## src/rtl/led_fade_driver.sv

```systemverilog
// LED fade driver: each LED soft-fades between off and full on using a per-LED
// brightness ramp and one shared PWM generator; fade_en=0 switches instantly.
module led_fade_driver #(
  parameter int NUM_LEDS   = 2,
  parameter int PWM_BITS   = 8,
  parameter int PRESCALE   = 256,
  parameter int RAMP_DIV   = 4,
  parameter bit ACTIVE_LOW = 1'b1
) (
  input  logic                clk,
  input  logic                reset,
  input  logic [NUM_LEDS-1:0] led_ctrl,
  input  logic                fade_en,
  output logic [NUM_LEDS-1:0] led_out,
  output logic                busy
);

  localparam int PRE_W  = (PRESCALE > 1) ? $clog2(PRESCALE) : 1;
  localparam int RDIV_W = (RAMP_DIV > 1) ? $clog2(RAMP_DIV) : 1;
  localparam logic [PRE_W-1:0]    PRE_LAST  = PRE_W'(PRESCALE - 1);
  localparam logic [PRE_W-1:0]    PRE_ZERO  = {PRE_W{1'b0}};
  localparam logic [PRE_W-1:0]    PRE_ONE   = PRE_W'(1);
  localparam logic [RDIV_W-1:0]   RDIV_LAST = RDIV_W'(RAMP_DIV - 1);
  localparam logic [RDIV_W-1:0]   RDIV_ZERO = {RDIV_W{1'b0}};
  localparam logic [RDIV_W-1:0]   RDIV_ONE  = RDIV_W'(1);
  localparam logic [PWM_BITS-1:0] MAXL      = {PWM_BITS{1'b1}};
  localparam logic [PWM_BITS-1:0] ZERO_L    = {PWM_BITS{1'b0}};
  localparam logic [PWM_BITS-1:0] ONE_L     = PWM_BITS'(1);

  logic [NUM_LEDS-1:0] ctrl_q_r;
  logic [PRE_W-1:0]    pre_cnt_r;
  logic [PWM_BITS-1:0] pwm_cnt_r;
  logic [RDIV_W-1:0]   rdiv_r;
  logic [PWM_BITS-1:0] level_r     [NUM_LEDS];
  logic [PWM_BITS-1:0] level_nxt_s [NUM_LEDS];
  logic [PWM_BITS-1:0] target_s    [NUM_LEDS];
  logic [NUM_LEDS-1:0] lit_s;
  logic [NUM_LEDS-1:0] led_out_r;
  logic                busy_r;
  logic                busy_nxt_s;
  logic                tick_s;
  logic                period_end_s;
  logic                step_s;

  assign led_out = led_out_r;
  assign busy    = busy_r;

  // Timing strobes derived from the free-running counters.
  always_comb begin
    tick_s       = (pre_cnt_r == PRE_LAST);
    period_end_s = tick_s && (pwm_cnt_r == MAXL);
    step_s       = period_end_s && (rdiv_r == RDIV_LAST);
  end

  // Input registration, prescaler, PWM counter and ramp divider.
  always_ff @(posedge clk or posedge reset) begin
    if (reset) begin
      ctrl_q_r  <= {NUM_LEDS{1'b0}};
      pre_cnt_r <= PRE_ZERO;
      pwm_cnt_r <= ZERO_L;
      rdiv_r    <= RDIV_ZERO;
    end else begin
      ctrl_q_r <= led_ctrl;
      if (tick_s) begin
        pre_cnt_r <= PRE_ZERO;
        pwm_cnt_r <= pwm_cnt_r + ONE_L;
      end else begin
        pre_cnt_r <= pre_cnt_r + PRE_ONE;
      end
      if (period_end_s) begin
        rdiv_r <= (rdiv_r == RDIV_LAST) ? RDIV_ZERO : (rdiv_r + RDIV_ONE);
      end
    end
  end

  // Per-LED target, saturating level update and PWM lit decode.
  // busy looks at the level being loaded, so an instant switch never flags busy.
  always_comb begin
    busy_nxt_s = 1'b0;
    lit_s      = {NUM_LEDS{1'b0}};
    for (int i = 0; i < NUM_LEDS; i++) begin
      target_s[i] = ctrl_q_r[i] ? MAXL : ZERO_L;
      if (!fade_en) begin
        level_nxt_s[i] = target_s[i];
      end else if (step_s && ctrl_q_r[i] && (level_r[i] != MAXL)) begin
        level_nxt_s[i] = level_r[i] + ONE_L;
      end else if (step_s && !ctrl_q_r[i] && (level_r[i] != ZERO_L)) begin
        level_nxt_s[i] = level_r[i] - ONE_L;
      end else begin
        level_nxt_s[i] = level_r[i];
      end
      if (level_r[i] == MAXL) begin
        lit_s[i] = 1'b1;
      end else begin
        lit_s[i] = (pwm_cnt_r < level_r[i]);
      end
      busy_nxt_s = busy_nxt_s | (level_nxt_s[i] != target_s[i]);
    end
  end

  // Brightness levels and registered pin drive.
  always_ff @(posedge clk or posedge reset) begin
    if (reset) begin
      for (int i = 0; i < NUM_LEDS; i++) begin
        level_r[i] <= ZERO_L;
      end
      led_out_r <= {NUM_LEDS{ACTIVE_LOW}};
      busy_r    <= 1'b0;
    end else begin
      for (int i = 0; i < NUM_LEDS; i++) begin
        level_r[i] <= level_nxt_s[i];
      end
      led_out_r <= lit_s ^ {NUM_LEDS{ACTIVE_LOW}};
      busy_r    <= busy_nxt_s;
    end
  end

endmodule

```

## config.mk

```make
export PLATFORM = sky130hd
export DESIGN_NAME = led_fade_driver
export DESIGN_NICKNAME = d
export VERILOG_FILES = /design/src/rtl/led_fade_driver.sv
export SDC_FILE = /design/constraint.sdc
export NUM_CORES = 1
export LEC_CHECK = 0
export ABC_AREA = 1
export CORE_ASPECT_RATIO = 1.75
export CORE_MARGIN = 4
export CORE_UTILIZATION = 56
export CTS_CLUSTER_SIZE = 12
export DETAILED_ROUTE_END_ITERATION = 8
export GPL_TIMING_DRIVEN = 0
export PLACE_DENSITY = 0.76
export SLEW_MARGIN = 10
export SYNTH_ARGS = -nofsm -noshare
export SYNTH_HDL_FRONTEND = slang
export SYNTH_SLANG_ARGS = --single-unit
```

## constraint.sdc

```tcl
create_clock -name clk -period 1.8 [get_ports clk]
set_input_delay 0.36 -clock clk [delete_from_list [all_inputs] [get_ports clk]]
set_output_delay 0.36 -clock clk [all_outputs]
set_load 0.005 [all_outputs]
```

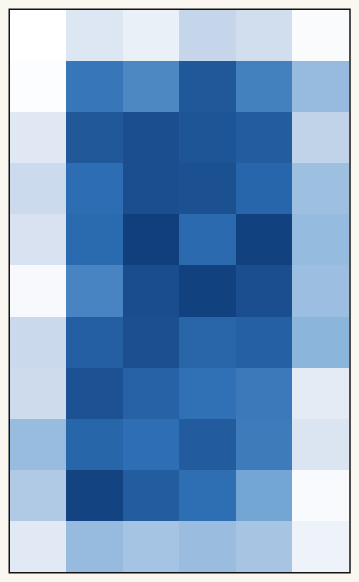
Fig. 1. Local utilization (run 1).
6 x 11 tiles, from white (low) to dark blue (high), 0 to 100% covered.
tiles over 75% full: 39%
mean over tiles: 54%
densest ninth of the die: middle
fullest tile: 94%
nearly empty tiles: 3.0%
Layout Utilization: 70.53%
Initial Util: 57.71%

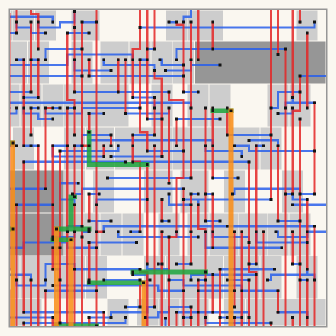
Fig. 2. Zoomed window (run 1).
Region (38, 69) to (58, 89) um. Cells in gray, sequential cells in the stronger gray; small squares are vias.
legend:
  orange:
    layer: metal 4
  blue:
    layer: metal 1
  green:
    layer: metal 3
  red:
    layer: metal 2
most frequent: nand2_1 (20), inv_1 (10), nand3_1 (8)
sequential cells in the window: 1
netlist names of flops here include: `level_r` (1)
cells with their middle in the window: 57

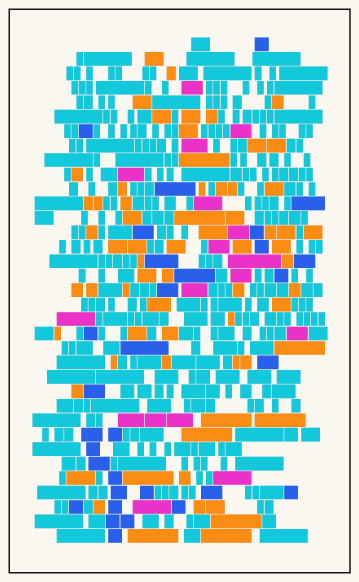
Fig. 3. Sizing map (run 1).
legend:
  magenta:
    size: _6 and larger
    cells: 17
    share: 3.6%
  orange:
    size: _2 cells
    cells: 66
    share: 14%
  cyan:
    size: _0 and _1 cells
    cells: 352
    share: 76%
  blue:
    size: _3 and _4 cells
    cells: 31
    share: 6.7%

==> reports/qor.yml, run 1 <==
crit_chain: "ha_2, nand2_2, nor2_4, nand2_4, nor2_8, buf_6, nand4_1, o211ai_1, nand2_1, nand2_1, nand2_1, nor2_1, nand2_1, nand2_1, nand2_1"
cts_buffer_depth: 2
die_w_um: 63.86
largestClassByArea: "multi-input combinational cells"
grt_pass1_vias: 3042
cts_tree: "built"
area_leaders: "dfrtp_1 30%, nand2_1 14%, ha_1 9.4%"
drt_wl_total_um: 8067
antennaDiodeCount: 0
yosysTopAreaCellShare_pct: 30.28
chipArea_mm2: 0.006754
endpoint_kind: "flop"
power_density_mw_per_mm2: 513.6
design_area_mm2: 0.003737
startpoint_type: "flop"
nets: 493
most-common-layout-cells: "98 x nand2_1, 59 x inv_1, 41 x nor2_1, 35 x nand3_1, 29 x dfrtp_1"
rsz0062_at_grt: "yes"
bufAreaShareNonClock_pct: 9.340
compound_area_share_pct: 5.319
num-fill-cells: 411
seq_area_share_pct: 26.45
syn_area_per_cell_um2: 7.145
grt_use_met1_pct: 24.75
gp_congestion: 0.9431
synth_seq_share_pct: 32.00
ys_cells: 428
reg2reg_depth: 15
post_dp_cell_area_mm2: 0.003236
edf_count: 0
cts_buffers: 5
num_tap_cells: 74
setup_ws_ps: -373.8
io_pins: 8
yosys_area_mm2: 0.003058
mux_share_pct: 0
coreArea_mm2: 0.005299
met3_usage_pct: 2.772
period_minus_slack_ps: 2174
cp_slowest_cell: "dfrtp_1"
use_met2_pct: 44.63
dr.max_layer_used: "met4"
top_usage_layer: "met2"
drive_gt1_share_pct: 24.46
layout_top_cell: "nand2_1"
wl_met2_um: 4248
cp_top_family: "simple AND/OR/NAND/NOR gates"
hold_class: "input port to asynchronous set/reset pin"
yosysTopAreaCell: "dfrtp_1"
setup_viol: 13
r2r_setup_slack_ps: -370
num_rows: 35
n_multi_input_combinational_cell: 313
holdWs_ps: 401.6
route.met3.wl_um: 398
arrival_ps: 2360
critPathMaxFanout: 6
hpwl_um: 5592
status: "finished with violations"
htreeDepth: 2
synth_area_mm2: 0.003058
n_all_buffers: 37
synth-main-ff-cell: "dfrtp_1"
chipHeight_um: 105.8
ys_ff: 39
leakage_nw: 2.023
violations: "setup timing"
cp_num_buf_inv: 1
syn_inst: 428
worst_pin_slew_ps: 396.2
warning_count: 33
place_ws_ps: -495.3
max_cap_viol_count: 0
syn_nets: 456
inverters: 69
port_buffers: 6
clkCellAreaFrac_pct: 2.176
nClkBuffers: 7
grt_pass1_wl_um: 13050
place_inst: 509
logic_area_mm2: 0.001961
final_cell_count_no_fill: 540
[run 1: timing repair]
item | CTS | global route
gates cloned | 1 | 0
resized | 13 | 54
endpoints found under the setup margin | 16 | 20
pin swaps | 9 | 31
buffers inserted | 14 | 10
hold buffers | 0 | 0
[run 1: power breakdown]
group	switching (W)	leakage, nW	internal [W]
Sequential	0.0000502	0.456	0.000911
Clock	0.000292	0.0422	0.000272
Combinational	0.000262	1.52	0.000133
Total	0.000604	2.02	0.00132
[run 1: sequential cells by signal (all words and copies together), names as in the netlist]
signal	count
level_r	16
pre_cnt_r	8
pwm_cnt_r	8
ctrl_q_r	2
led_out	2
rdiv_r	2
busy	1
--- run 2 (diff from run 1) ---
--- a/config.mk
+++ b/config.mk
@@ -12,7 +12,7 @@
 export CTS_CLUSTER_SIZE = 12
 export DETAILED_ROUTE_END_ITERATION = 8
 export GPL_TIMING_DRIVEN = 0
-export PLACE_DENSITY = 0.76
+export PLACE_DENSITY_LB_ADDON = 0.2
 export SLEW_MARGIN = 10
 export SYNTH_ARGS = -nofsm -noshare
 export SYNTH_HDL_FRONTEND = slang
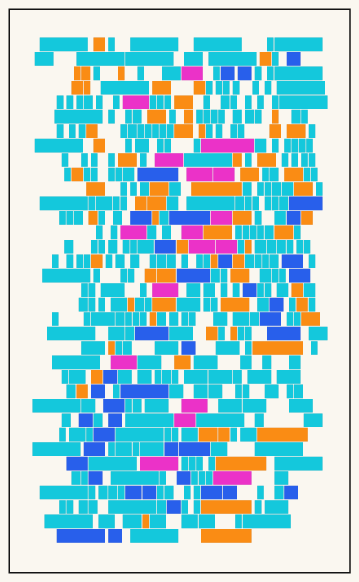
Fig. 4. Sizing map (run 2).
post-route cell area: 0.003800 mm^2
Non-CTS buffers: 38
worst setup margin: -355.9 ps
Syn-to-layout area delta: 24.26%

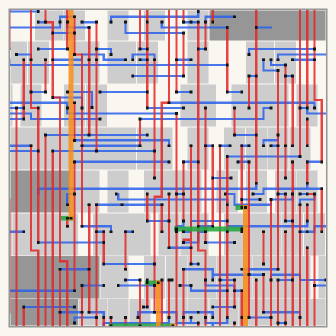
Fig. 5. Zoomed window (run 2).
Region (38, 69) to (58, 89) um. Cells in gray, sequential cells in the stronger gray; small squares are vias.
legend:
  red:
    layer: metal 2
  blue:
    layer: metal 1
  orange:
    layer: metal 4
  green:
    layer: metal 3
most frequent: nand2_1 (17)
cells with their middle in the window: 55
sequential cells in the window: 2
netlist names of flops here include: `level_r` (2)

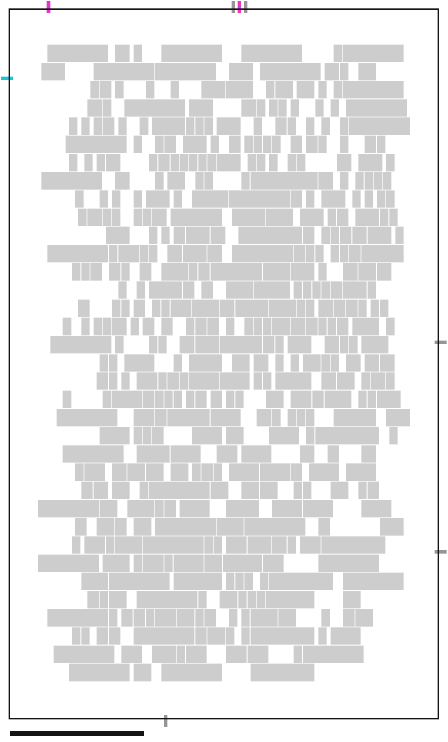
Fig. 6. Pin map (run 2).
Bar = 20 um. Pins as bars across the die edge, other pins in gray.
legend:
  magenta:
    port: `led_ctrl`
    pins: 2
    direction: input
    edge: top
  cyan:
    port: `clk`
    pins: 1
    direction: input
    edge: left

==> reports/qor.yml, run 2 <==
critPathMaxFanout: 6  # unchanged
reg2reg_depth: 16  # +1
most-common-layout-cells: "95 x nand2_1, 54 x inv_1, 40 x nor2_1, 35 x nand3_1, 33 x dfrtp_1"
comb-power_w: 0.000398  # +1%
num-fill-cells: 421  # +2.4%
warning_count: 33  # unchanged
inverters: 69  # unchanged
cts_tree: "built"
seq_area_share_pct: 25.88  # -0.57 points
holdWs_ps: 410.8  # +9.127 ps
violations: "setup timing"
clkCellAreaFrac_pct: 2.634  # +0.46 points
drt_wl_total_um: 7827  # -3.0%
ys_cells: 428  # unchanged
nets: 494  # +0.20%
status: "finished with violations"
maxPowerGroup: "registers"
cts_setup_buffers: 14  # unchanged
n_multi_input_combinational_cell: 313  # unchanged
top_register: "level_r"
period_minus_slack_ps: 2156  # -17.95 ps
final_cell_count_no_fill: 541  # +0.19%
core_util_floorplan_pct: 57.71  # unchanged
syn_nets: 456  # unchanged
hold_buffers: 0  # unchanged
p_seq_w: 0.000961  # about the same
layout_top_cell: "nand2_1"
drive_gt1_share_pct: 26.34  # +1.9 points
synth_area_mm2: 0.003058  # unchanged
syn_area_per_cell_um2: 7.145  # unchanged
crit_chain: "ha_2, nand2_1, nor2_1, nand2_1, inv_2, nor2_4, buf_4, nand3_2, nand3_1, nand3_2, nand2_2, nand2_1, nor2_1, nand2_1, nand2_1, nand2_1"
gp_congestion: 0.9425  # about the same
mux_share_pct: 0  # unchanged
place_ws_ps: -558.5  # -63.20 ps
compound_area_share_pct: 5.319  # unchanged
cp_num_buf_inv: 2  # +1
bufAreaShareNonClock_pct: 8.956  # -0.38 points
place_inst: 508  # -0.20%
port_buffers: 6  # unchanged
setup_ws_ps: -355.9  # +17.95 ps
setup_viol: 12  # -1
postLayoutCoreUtil_pct: 71.71  # +1.2 points
cts_buffer_depth: 2  # unchanged
num_tap_cells: 74  # unchanged
largestClassByArea: "multi-input combinational cells"
worst_pin_slew_ps: 799.6  # +403.4 ps
cp_top_family: "simple AND/OR/NAND/NOR gates"
startpoint_type: "flop"
combPwrFrac_pct: 19.8  # -0.7 points
r2r_setup_slack_ps: -360  # +20 ps
yosys_area_mm2: 0.003058  # unchanged
==> run 2: routing by layer <==
layer,global-route usage (%),vias to the layer above,share of wire (%)
met5,0,-,0
li1,-,1448,-
met1,24.12,1375,37
met4,15.15,0,4.5
met2,43.60,73,55
met3,2.878,31,3.1
==> run 2: worst max-delay path by stage <==
| stage | start | to | slack (ps) | cells past startpoint |
|---|---|---|---|---|
| final | level_r[0] | busy | -360 | 16 |
| after global routing | pre_cnt_r[0] | busy | -500 | 18 |
| after CTS | pre_cnt_r[0] | busy | -360 | 17 |
| after detailed placement | level_r[0] | busy | -560 | 15 |
| after global placement | level_r[0] | busy | -530 | 15 |
| after floorplan | pre_cnt_r[0] | busy | -150 | 17 |
--- run 3 (diff from run 2) ---
--- a/config.mk
+++ b/config.mk
@@ -7,7 +7,6 @@
 export LEC_CHECK = 0
 export ABC_AREA = 1
 export CORE_ASPECT_RATIO = 1.75
-export CORE_MARGIN = 4
 export CORE_UTILIZATION = 56
 export CTS_CLUSTER_SIZE = 12
 export DETAILED_ROUTE_END_ITERATION = 8
==> reports/qor.yml, run 3 <==
grt_pass1_vias: 2921
slew_headroom_pct: 77.68
startpoint: "pre_cnt_r[1]"
syn_nets: 456  # unchanged
critPathMaxFanout: 7  # +1
n_multi_input_combinational_cell: 313  # unchanged
nets: 493  # -0.20%
setup_ws_ps: -380.3  # -24.41 ps
drt_wl_total_um: 7716  # -1.4%
compound_area_share_pct: 5.319  # unchanged
syn_area_per_cell_um2: 7.145  # unchanged
ys_ff: 39
most-common-layout-cells: "97 x nand2_1, 58 x inv_1, 40 x nor2_1, 33 x nand3_1, 33 x dfrtp_1"
area_leaders: "dfrtp_1 30%, nand2_1 14%, ha_1 9.4%"
ant_nets: 0
wl_met2_um: 4373  # +1.6%
holdWs_ps: 306.4  # -104.3 ps
startpoint_type: "flop"
clkCellAreaFrac_pct: 3.132  # +0.50 points
period_minus_slack_ps: 2180  # +24.41 ps
finalSetupTns_ps: -1069
n_all_buffers: 37  # -2.6%
design_area_mm2: 0.003755  # -1.2%
top_usage_layer: "met2"
postLayoutCoreUtil_pct: 71.45  # -0.26 points
layout_top_cell: "nand2_1"
route.met3.wl_um: 153  # -38%
top_cells_by_count: "110 x nand2_1, 65 x inv_1, 49 x nor2_1, 47 x nand3_1, 37 x dfrtp_1"
top_register: "level_r"
hold_class: "input port to asynchronous set/reset pin"
nClkBuffers: 6
async_flop_share_pct: 100.0
worst_pin_slew_ps: 332.3  # -467.4 ps
largest_reg_flops: 16
syn_inst: 428
setup_viol: 11  # -1
ys_cells: 428  # unchanged
inverters: 69  # unchanged
cts_buffer_depth: 2  # unchanged
dr.max_layer_used: "met4"
synth.distinct_cells: 35
warning_count: 33  # unchanged
cp_num_buf_inv: 2  # unchanged
synth-adder-area-share_pct: 9.411
fmax_mhz: 458.7
grt_use_met1_pct: 28.83  # +4.7 points
largestClassByArea: "multi-input combinational cells"
use_met2_pct: 54.02  # +10 points
bufAreaShareNonClock_pct: 9.130  # +0.17 points
core_util_floorplan_pct: 58.19  # +0.48 points
reg2reg_depth: 17  # +1
mux_share_pct: 0  # unchanged
yosys_area_mm2: 0.003058  # unchanged
xor_share_pct: 4.296
drcViolationCount: 1
status: "finished with violations"
violations: "DRC, setup timing"
r2r_setup_slack_ps: -380  # -20 ps
synth-main-ff-cell: "dfrtp_1"
met3_usage_pct: 3.641  # +0.76 points
crit_end: "busy"
max_stage_delay_ps: 360
logic_area_mm2: 0.001978
cp_top_family: "simple AND/OR/NAND/NOR gates"
cts_tree: "built"
path_depth: 17  # +1
synth_area_mm2: 0.003058  # unchanged
hold_buffers: 0  # unchanged
syn_to_final_growth_pct: 22.79
port_buffers: 6  # unchanged
m1WireLength_um: 2846  # -2.6%
crit_chain: "ha_2, nand2_2, nor2_4, nand2_4, clkinv_4, nand2_4, nor2_8, buf_6, nand3_4, nand3_2, nand2_1, nand2_1, nand3_1, nor2_1, nand2_1, nand2_1, nand2_1"
drive_gt1_share_pct: 25.11  # -1.2 points
seq_area_share_pct: 26.19  # +0.31 points
gp_congestion: 0.9106  # -3.4%
[run 3: where the power goes]
group          internal [W]  switching [W]  total [W]
sequential         0.000911      0.0000478   0.000959
combinational      0.000138       0.000258   0.000395
clock              0.000448       0.000303   0.000751
[run 3: repair_timing]
| item | CTS | global route |
|---|---|---|
| setup buffers | 12 | 10 |
| pin swaps | 12 | 27 |
| gates resized | 16 | 54 |
| endpoints found under the setup margin | 16 | 21 |
| cloned | 1 | 0 |
[run 3: metrics by stage]
stage,setup slack (ps),cells
2_1_floorplan,-150.6,428
3_3_place_gp,-503.7,489
3_5_place_dp,-534.8,490
4_1_cts,-391.7,511
5_1_grt,-600.4,521
6_report,-380.3,521
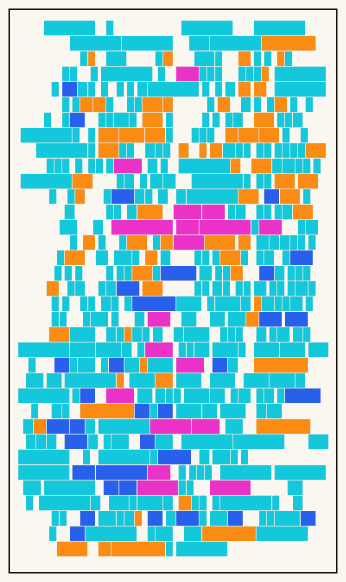
Fig. 7. Sizing map (run 3).
legend:
  orange:
    size: _2 cells
    cells: 66
    share: 14%
  magenta:
    size: _6 and larger
    cells: 18
    share: 3.9%
  blue:
    size: _3 and _4 cells
    cells: 33
    share: 7.1%
  cyan:
    size: _0 and _1 cells
    cells: 349
    share: 75%

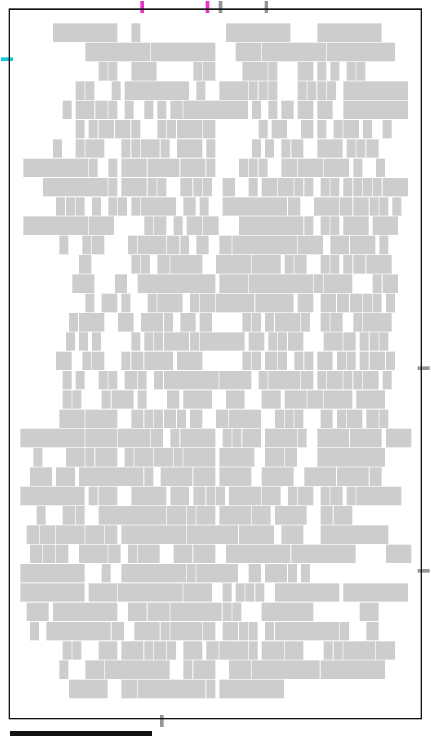
Fig. 8. Pin map (run 3).
Bar = 20 um. Pins as bars across the die edge, other pins in gray.
legend:
  cyan:
    port: `clk`
    pins: 1
    direction: input
    edge: left
  magenta:
    port: `led_ctrl`
    pins: 2
    direction: input
    edge: top
all pins by edge: 4 top, 2 right, 1 left, 1 bottom

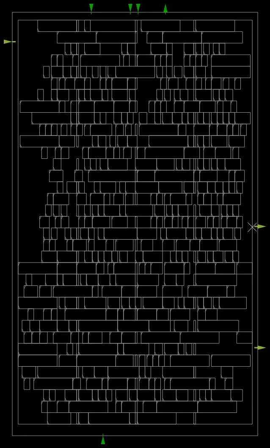
Fig. 9. Cell placement (run 3).
Fillers: 437
Tap Cells: 55
Core Box Area: 0.005255 mm^2
flop count: 39

Power and IR drop assume default switching activity.
